metal_density.png
Scale bar: 20 um. 14 x 12 tiles, from black (low) to pale yellow (high), scaled to the fullest tile. Values are wire area over tile area, all layers added.
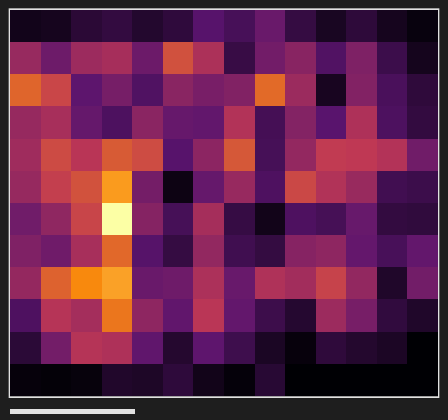
layer_met2.png
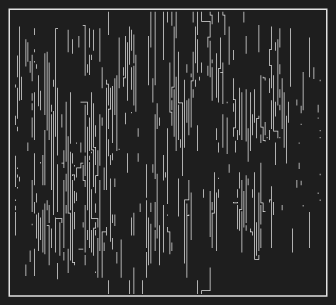
cell_density.png
Scale bar: 20 um. 7 x 6 tiles, from black (low) to pale yellow (high), 0 to 100% covered.
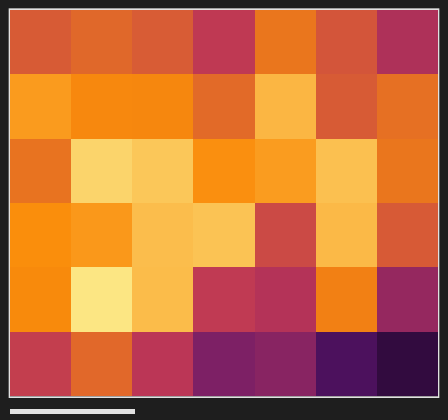
layer_met1.png
Scale bar: 20 um.
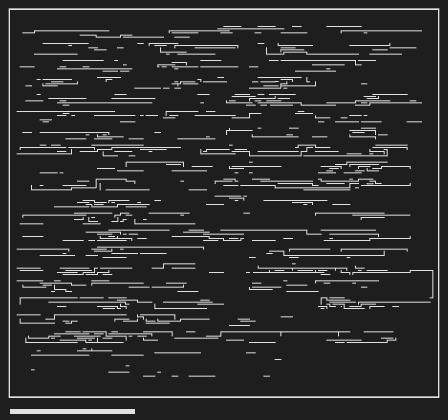
congestion.png
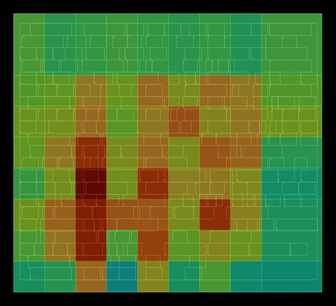
===== src/rtl/referee_param.sv =====
// Routes words from one show-ahead source FIFO to NUM_CH destination FIFOs,
// by class field (MODE 0) or round-robin over non-full channels (MODE 1).
//
// state | meaning
// ------+-----------------------------------------------------------
// IDLE  | arbitration disabled, no pops
// RUN   | popping one word per cycle whenever the destination can accept
// STALL | word waiting but destination full; re-enter RUN when it drains
module referee_param #(
   parameter int DATA_WIDTH = 10,
   parameter int NUM_CH     = 4,
   parameter int SEL_WIDTH  = 2,
   parameter int MODE       = 0,
   parameter int CNT_WIDTH  = 8
) (
   input  logic                          clk,
   input  logic                          reset,
   input  logic                          enable,
   input  logic                          empty,
   input  logic [DATA_WIDTH-1:0]         data_in,
   input  logic [NUM_CH-1:0]             almost_full,
   output logic                          pop,
   output logic [NUM_CH-1:0]             push,
   output logic [DATA_WIDTH-1:0]         data_out,
   output logic [1:0]                    state,
   output logic [NUM_CH*CNT_WIDTH-1:0]   push_count
);

   typedef enum logic [1:0] {
      IDLE  = 2'b00,
      RUN   = 2'b01,
      STALL = 2'b10
   } state_t;

   state_t                state_q, state_d;
   logic [SEL_WIDTH-1:0]  rr_ptr;
   logic [SEL_WIDTH-1:0]  dest_cls, dest_rr, dest, idx;
   logic                  found;
   logic                  can_go;
   logic [CNT_WIDTH-1:0]  cnt [NUM_CH];

   // Round-robin search: first non-full channel starting at rr_ptr
   always_comb begin
      dest_rr = rr_ptr;
      found   = 1'b0;
      idx     = '0;
      for (int i = 0; i < NUM_CH; i++) begin
         idx = rr_ptr + SEL_WIDTH'(i);
         if (!found && !almost_full[idx]) begin
            dest_rr = idx;
            found   = 1'b1;
         end
      end
   end

   always_comb begin
      dest_cls = data_in[DATA_WIDTH-1 -: SEL_WIDTH];
      dest     = (MODE == 0) ? dest_cls : dest_rr;
      if (MODE == 0)
         can_go = !empty && !almost_full[dest];
      else
         can_go = !empty && !(&almost_full);
   end

   always_comb begin
      state_d = state_q;
      pop     = 1'b0;
      case (state_q)
         IDLE: begin
            if (enable) state_d = RUN;
         end
         RUN: begin
            pop = enable && can_go;
            if (!enable)
               state_d = IDLE;
            else if (!empty && !can_go)
               state_d = STALL;
         end
         STALL: begin
            if (!enable)
               state_d = IDLE;
            else if (can_go || empty)
               state_d = RUN;
         end
         default: state_d = IDLE;
      endcase
   end

   always_ff @(posedge clk or negedge reset) begin
      if (!reset) begin
         state_q  <= IDLE;
         push     <= '0;
         data_out <= '0;
         rr_ptr   <= '0;
      end else begin
         state_q <= state_d;
         push    <= pop ? ({{(NUM_CH-1){1'b0}}, 1'b1} << dest) : '0;
         if (pop) begin
            data_out <= data_in;
            if (MODE != 0) rr_ptr <= dest + 1'b1;
         end
      end
   end

   for (genvar g = 0; g < NUM_CH; g++) begin : g_cnt
      always_ff @(posedge clk or negedge reset) begin
         if (!reset)
            cnt[g] <= '0;
         else if (push[g])
            cnt[g] <= cnt[g] + 1'b1;
      end
      assign push_count[g*CNT_WIDTH +: CNT_WIDTH] = cnt[g];
   end

   assign state = state_q;

endmodule


===== config.mk =====
export PLATFORM = sky130hd
export DESIGN_NAME = referee_param
export DESIGN_NICKNAME = d
export VERILOG_FILES = /design/src/rtl/referee_param.sv
export SDC_FILE = /design/constraint.sdc
export NUM_CORES = 1
export LEC_CHECK = 0
export CAP_MARGIN = 20
export CORE_ASPECT_RATIO = 0.9
export CORE_MARGIN = 1
export CORE_UTILIZATION = 50
export CTS_BUF_LIST = sky130_fd_sc_hd__clkbuf_8
export CTS_CLUSTER_DIAMETER = 60
export CTS_CLUSTER_SIZE = 24
export DETAILED_ROUTE_END_ITERATION = 12
export GPL_ROUTABILITY_DRIVEN = 1
export HOLD_SLACK_MARGIN = 0.1
export MAX_ROUTING_LAYER = met4
export PLACE_DENSITY = 0.88
export SLEW_MARGIN = 20
export SYNTH_ARGS = -nofsm -noshare
export SYNTH_HDL_FRONTEND = slang
export SYNTH_SLANG_ARGS = --single-unit

===== constraint.sdc =====
create_clock -name clk -period 2.9 [get_ports clk]
set_input_delay 0.58 -clock clk [delete_from_list [all_inputs] [get_ports clk]]
set_output_delay 0.58 -clock clk [all_outputs]
set_load 0.005 [all_outputs]

==> out/summary.json <==
{
  "setup.worst_path.end_class": "output pin",
  "worst_path_most_repeated_cell": "sky130_fd_sc_hd__clkdlybuf4s50_1",
  "fin_worst_hold_slack_ns": 0.284,
  "grt_pass1_wl_um": 6550,
  "timing.max_cap.violations": 0,
  "outcome": "finished clean",
  "inverters_excl_clock": 1,
  "pwr-share-seq_pct": 53.9,
  "final_max_slew_viol_count": 0,
  "path_buffers": 2,
  "synth_area_mm2": 0.00200,
  "timing_hold_violations_final": 0,
  "rr_worst_depth": 4,
  "ir_worst_vdd_mv": 0.464,
  "detail_route.drc_violations": 0,
  "setup_ws_ns": 0.0970,
  "timing.critical_path.depth": 4,
  "comb_power_mw": 0.347,
  "flop_cell": "sky130_fd_sc_hd__dfrtp_1",
  "setup_violations": 0,
  "clk-power_mw": 0.366,
  "synth_cell_types": 27,
  "critPathArrivalTime_ns": 2.22,
  "power.sequential.total_mw": 0.836,
  "vias_per_cell": 5.40,
  "cts-htree-levels": 2,
  "multiInputCombCellCount": 99,
  "buffers": 71,
  "cts_sinks": 48,
  "clockRootBuffer": "sky130_fd_sc_hd__clkbuf_8",
  "cts_made_buffers": 5,
  "yosysTopAreaCellShare_pct": 60.1,
  "ios": 67,
  "post_route_minimum_period_ns": 2.80,
  "crit_path_start": "almost_full[1]",
  "yosys.area_share.aoi_pct": 2.00
}
Notes on metal_density.png above:
emptiest ninth of the die	bottom right
mean over tiles	0.16
tiles over half the peak	13%
nearly empty tiles	6.5%
routed wire length: 4200 um
via count: 1469
WL/cell: 15.5 um
Overall Global Routing Usage: 22.7%

Notes on layer_met2.png above:
wire length on this layer	1990 um
longest straight run	23.5 um
GRT met2 Usage: 34.5%

Notes on cell_density.png above:
emptiest ninth of the die	bottom right
tiles over 75% full	33%
mean over tiles	65%
fullest tile	95%
area of the placeable core: 0.00378 mm^2
Final Util: 74.6%
effective utilization at floorplan: 52.8%

Notes on layer_met1.png above:
main direction	horizontal
share of all routed wire	43%
wire length on this layer	1820 um
longest straight run	20.7 um
nets with wire on the layer	204

Notes on congestion.png above:
grt met3 use: 6.57%
layer with the highest usage: met2

==> registers in the layout, summed over array words and instances, names as in the netlist <==
name        flops
data_out       10
push            4
push_count     32
state           2
==> metal layers <==
metal | global-route usage [%] | wire length (um) | up-vias
met4 | 11.3 | 83 | 0
met1 | 28.0 | 1820 | 717
met3 | 6.57 | 305 | 9
met2 | 34.5 | 1990 | 65
li1 | - | - | 678
met5 | - | 0 | -
==> layout by cell type, fill, tap and decap left out, drive strengths merged, types with 2 or more instances in the layout <==
cell type,instances
inv,2
nor3,2
buf,6
nand3,2
clkbuf,5
and3,4
nor2,8
nand4,13
mux2,14
nand2,11
ha,4
xor2,12
xnor2,17
dfrtp,48
clkdlybuf4s50,64
No activity file was given, so power comes from the tool's default toggle rates.
